===== config.mk =====
export PLATFORM = sky130hd
export DESIGN_NAME = sram_fifo_ctrl
export DESIGN_NICKNAME = d
export VERILOG_FILES = /design/src/rtl/sram_fifo_ctrl.sv
export SDC_FILE = /design/constraint.sdc
export NUM_CORES = 1
export LEC_CHECK = 0
export CAP_MARGIN = 20
export CORE_ASPECT_RATIO = 1.2
export CORE_MARGIN = 3
export CORE_UTILIZATION = 46
export CTS_CLUSTER_DIAMETER = 40
export DETAILED_ROUTE_END_ITERATION = 8
export PLACE_DENSITY = 0.8
export SLEW_MARGIN = 20
export SYNTH_ARGS = -nofsm -noshare
export SYNTH_HDL_FRONTEND = slang
export SYNTH_SLANG_ARGS = --single-unit
export TNS_END_PERCENT = 1

===== constraint.sdc =====
create_clock -name clk -period 5 [get_ports clk]
set_clock_uncertainty 0.2 [all_clocks]
set_input_delay 1.5 -clock clk [delete_from_list [all_inputs] [get_ports clk]]
set_output_delay 1.5 -clock clk [all_outputs]
set_load 0.01 [all_outputs]

===== src/rtl/sram_fifo_ctrl.sv =====
`default_nettype none
// +----------------------------------------------------------------------------+
// | Module : sram_fifo_ctrl                                                    |
// | Brief  : Ready/valid FIFO backed by a 1R1W SRAM macro, with a 2-entry      |
// |          register output buffer that hides the macro's read latency.       |
// | Rev    : 1.0  initial release                                              |
// +----------------------------------------------------------------------------+
module sram_fifo_ctrl #(
  parameter int DATA_W = 32,
  parameter int ADDR_W = 9,
  parameter int CNT_W  = 10
) (
  input  logic              clk,
  input  logic              reset_n,
  input  logic              enq_valid,
  output logic              enq_ready,
  input  logic [DATA_W-1:0] enq_bits,
  output logic              deq_valid,
  input  logic              deq_ready,
  output logic [DATA_W-1:0] deq_bits,
  output logic [CNT_W-1:0]  count,
  output logic [ADDR_W-1:0] sram_a1,
  output logic              sram_csb1,
  output logic              sram_oeb1,
  input  logic [DATA_W-1:0] sram_o1,
  output logic [ADDR_W-1:0] sram_a2,
  output logic              sram_csb2,
  output logic              sram_web2,
  output logic [DATA_W-1:0] sram_i2
);

  localparam logic [ADDR_W:0] c_DEPTH = {1'b1, {ADDR_W{1'b0}}};

  logic [ADDR_W-1:0] r_wr_ptr;
  logic [ADDR_W-1:0] r_rd_ptr;
  logic [ADDR_W:0]   r_sram_cnt;
  logic              r_inflight;
  logic [1:0]        r_ob_cnt;
  logic [DATA_W-1:0] r_ob0;
  logic [DATA_W-1:0] r_ob1;
  logic              r_oeb1;
  logic [ADDR_W-1:0] r_a1_hold;
  logic [ADDR_W-1:0] r_a2_hold;
  logic [DATA_W-1:0] r_i2_hold;

  logic              w_enq_fire;
  logic              w_deq_fire;
  logic              w_bypass;
  logic              w_sram_wr;
  logic              w_rd_issue;
  logic [2:0]        w_rd_slots;
  logic              w_push;
  logic [DATA_W-1:0] w_push_data;
  logic [1:0]        w_ob_base;
  logic [DATA_W-1:0] w_ob0_nxt;
  logic [DATA_W-1:0] w_ob1_nxt;
  logic [1:0]        w_ob_cnt_nxt;
  logic [ADDR_W:0]   w_sram_cnt_nxt;

  assign enq_ready  = (r_sram_cnt != c_DEPTH);
  assign deq_valid  = (r_ob_cnt != 2'd0);
  assign deq_bits   = r_ob0;
  assign w_enq_fire = enq_valid & enq_ready;
  assign w_deq_fire = deq_valid & deq_ready;

  // An empty SRAM with nothing in flight means the word can skip the macro.
  assign w_bypass  = w_enq_fire && (r_sram_cnt == '0) && !r_inflight && (r_ob_cnt != 2'd2);
  assign w_sram_wr = w_enq_fire && !w_bypass && reset_n;

  // Read only when the buffer slot it will land in is guaranteed free.
  assign w_rd_slots = {1'b0, r_ob_cnt} + {2'b00, r_inflight} - {2'b00, w_deq_fire};
  assign w_rd_issue = (r_sram_cnt != '0) && (w_rd_slots < 3'd2) && reset_n;

  assign w_push      = w_bypass | r_inflight;
  assign w_push_data = w_bypass ? enq_bits : sram_o1;
  assign w_ob_base   = r_ob_cnt - {1'b0, w_deq_fire};

  always_comb begin
    w_ob0_nxt    = r_ob0;
    w_ob1_nxt    = r_ob1;
    w_ob_cnt_nxt = w_ob_base + {1'b0, w_push};
    if (w_deq_fire) begin
      w_ob0_nxt = r_ob1;
    end
    if (w_push) begin
      if (w_ob_base == 2'd0) begin
        w_ob0_nxt = w_push_data;
      end else begin
        w_ob1_nxt = w_push_data;
      end
    end
  end

  assign w_sram_cnt_nxt = r_sram_cnt + (ADDR_W+1)'(w_sram_wr) - (ADDR_W+1)'(w_rd_issue);

  always_ff @(posedge clk or negedge reset_n) begin
    if (!reset_n) begin
      r_wr_ptr   <= '0;
      r_rd_ptr   <= '0;
      r_sram_cnt <= '0;
      r_inflight <= 1'b0;
      r_ob_cnt   <= 2'd0;
      r_ob0      <= '0;
      r_ob1      <= '0;
      r_oeb1     <= 1'b1;
      r_a1_hold  <= '0;
      r_a2_hold  <= '0;
      r_i2_hold  <= '0;
    end else begin
      r_oeb1     <= 1'b0;
      r_sram_cnt <= w_sram_cnt_nxt;
      r_inflight <= w_rd_issue;
      r_ob_cnt   <= w_ob_cnt_nxt;
      r_ob0      <= w_ob0_nxt;
      r_ob1      <= w_ob1_nxt;
      if (w_sram_wr) begin
        r_wr_ptr  <= r_wr_ptr + 1'b1;
        r_a2_hold <= r_wr_ptr;
        r_i2_hold <= enq_bits;
      end
      if (w_rd_issue) begin
        r_rd_ptr  <= r_rd_ptr + 1'b1;
        r_a1_hold <= r_rd_ptr;
      end
    end
  end

  // Address/data buses keep their last driven value while the port is idle.
  assign sram_csb1 = ~w_rd_issue;
  assign sram_oeb1 = r_oeb1;
  assign sram_a1   = w_rd_issue ? r_rd_ptr : r_a1_hold;
  assign sram_csb2 = ~w_sram_wr;
  assign sram_web2 = ~w_sram_wr;
  assign sram_a2   = w_sram_wr ? r_wr_ptr : r_a2_hold;
  assign sram_i2   = w_sram_wr ? enq_bits : r_i2_hold;

  assign count = CNT_W'(r_sram_cnt) + CNT_W'(r_inflight) + CNT_W'(r_ob_cnt);

`ifndef SYNTHESIS
  a_no_push_when_full: assert property (@(posedge clk) disable iff (!reset_n)
    w_push |-> (r_ob_cnt != 2'd2));
`endif

endmodule
`default_nettype wire


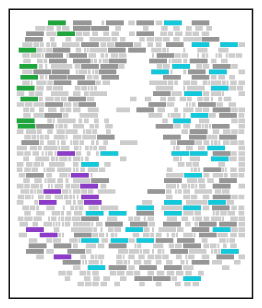
(images/ff_map.png)
(2 px per µm)
netlist name	color	placed flops
r_a1_hold	green	9
r_sram_cnt	purple	10
deq_bits	cyan	32
not colored	95
sequential fraction of total cell area: 36.59%
power of the sequential group: 1.94 mW
Sequential cell area: 3655 µm²

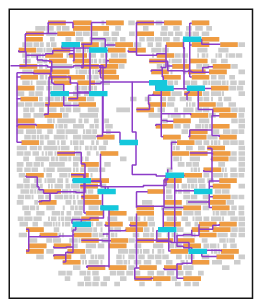
(images/clock_wires.png)
(2 px per µm)
[flip-flops] orange | count: 146
[clock wires] purple | length: 1820 µm
[clock-net drivers] cyan | count: 17
routed clock nets	18
Insertion Delay late pin: 0.42 ns
power consumed by the clock network: 1.43 mW

==> ci_impl_report.md <==
### Yosys + OpenROAD results

| Metric | Value |
|---|---|
| Global-route wire length before repair | 30760 µm |
| HPWL reported at the end of detailed placement | 12610 µm |
| Number of buffers added on ports | 165 |
| Total clock sinks | 146 |
| Root Buffer Master | clkbuf_16 |
| Layout-stage area growth over the synthesis result | 37.19% |
| Count of warning messages emitted by the tools | 40 |
| Post-synth EDFFs | 0 |
| Violations in the final reports | negative setup slack |
| Critical setup path kind | in2out |
| Class of the most critical hold timing path | reg2reg |
| Fill cell count | 1110 |
| Cells in synth_stat.txt | 597 |
| Share of the core filled with cells in the final layout | 65.42% |
| Data arrival time of the critical path | 3.38 ns |
| Via/cell ratio | 5.611 |
| Total buffers and inverters traversed by the critical path | 3 |
| Pin count of the biggest net entering global routing | 70 |
| Num ports | 166 |
| Ordered cell list for the critical path | buf_8 > o21ai_4 > nand2_2 > fa_2 > nand2_2 > a311oi_4 > buf_4 > mux2_4 > buf_6 |
| Area of the core | 15270 µm² |
| Final WS setup | -0.07848 ns |
| AND-OR/OR-AND share of the synthesized area | 15.71% |
| Number of non-filler instances in the completed layout | 994 |
| Cell at the slowest stage of the critical path | fa_2 |
| TritonCTS clock tree | yes |
| Multiplexer area fraction after synthesis | 12.46% |
| Setup Viol. Count Final | 9 |
| Status | finished, violations left |
| Mapped cell area | 7279 µm² |
| Via count of the first global-routing pass | 5902 |
| Synthesized registers | 146 |
| Post-detailed-route DRC marker count | 0 |
| Number of optimization iterations in the first detailed-route pass | 4 |
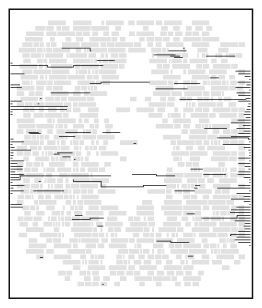
(images/m3.png)
(2 px per µm)
nets with wire on the layer	123
wire length on this layer	1000 µm
longest straight run	45.3 µm
share of all routed wire	5.2%
main direction	horizontal
number of vias after detailed routing: 5577
final WL: 19270 µm

-- cell families after synthesis --
family | after synthesis
DFF | 146
buffers and inverters | 61
and+or+nand+nor | 120
AOI/OAI and AO/OA | 121
other | 1
xor gates and xnor gates | 34
muxes | 84
adders and majority gates | 30
-- power breakdown --
group          switching [mW]  total (mW)  internal [mW]
logic                    1.51        3.03           1.53
registers               0.308        1.94           1.63
clock network           0.520        1.43          0.908
-- final cells by class --
| cell class | count | area (µm²) | share of cell area [%] |
|---|---|---|---|
| timing repair buffer | 197 | 1899 | 19.02 |
| multi-input combinational | 390 | 3418 | 34.23 |
| inverter | 25 | 93.84 | 0.9396 |
| tap | 204 | 255.2 | 2.556 |
| clock inverter | 14 | 226.5 | 2.268 |
| clock buffer | 18 | 439.2 | 4.397 |
| sequential | 146 | 3655 | 36.59 |
-- final timing paths --
check | startpoint | endpoint | slack [ns] | cells past startpoint
max | deq_ready | sram_a1[0] | -0.08 | 9
min reg2reg | r_wr_ptr[8]$_DFFE_PN0N_ | r_wr_ptr[8]$_DFFE_PN0N_ | 0.27 | 1
max reg2reg | r_ob_cnt[0]$_DFF_PN0_ | r_sram_cnt[6]$_DFF_PN0_ | 0.99 | 18
min | r_wr_ptr[8]$_DFFE_PN0N_ | r_wr_ptr[8]$_DFFE_PN0N_ | 0.27 | 1
min in group asynchronous | reset_n | r_ob_cnt[0]$_DFF_PN0_ | 0.66 | 1
max in group asynchronous | reset_n | r_ob1[13]$_DFFE_PN0P_ | 2.51 | 3
-- per-stage QoR --
step                      instance area [µm²]  worst slack (ns)  setup TNS (ns)
after floorplan                          7286          -0.03292        -0.09875
after global placement                   9243           -0.8548          -12.38
after detailed placement                 9243           -0.9323          -14.39
after CTS                                9955           -0.1609          -1.390
after global routing                     9987           -0.1290          -1.146
final                                    9987          -0.07848         -0.6144
-- layer usage --
metal / global-route usage, % / vias up / share of wire [%]
li1: - / 2555 / -
met1: 28.58 / 2825 / 43
met2: 38.70 / 174 / 50
met3: 5.079 / 23 / 5.2
met4: 6.325 / 0 / 1.5
met5: 0 / - / 0
-- sequential cells by signal, indices dropped and copies added, names as in the netlist --
signal and flops:
deq_bits 32, r_a1_hold 9, r_a2_hold 9, r_i2_hold 32
r_inflight 1, r_ob1 32, r_ob_cnt 2, r_rd_ptr 9
r_sram_cnt 10, r_wr_ptr 9, sram_oeb1 1
-- placed cells by master (no fill, tap or decap), types with 6 or more instances in the layout --
cell / instances
dfrtp_1: 145
clkdlybuf4s50_1: 112
nor2_1: 70
mux2_2: 38
dlygate4sd2_1: 38
o22ai_1: 33
mux2i_1: 31
a2bb2oi_1: 31
a221oi_2: 30
buf_4: 28
ha_1: 26
inv_1: 23
xnor2_1: 19
clkbuf_16: 17
xor2_1: 15
a21oi_1: 12
buf_6: 12
nand2_1: 10
mux2_4: 9
nand3_1: 7
nand4_1: 6
mux2_1: 6
-- repair_timing --
item	in CTS	in global routing
setup buffers	4	2
pin swaps	2	4
setup endpoints to repair	51	18
gates resized	100	18
cloned	1	0
No activity file was given, so power comes from the tool's default toggle rates.
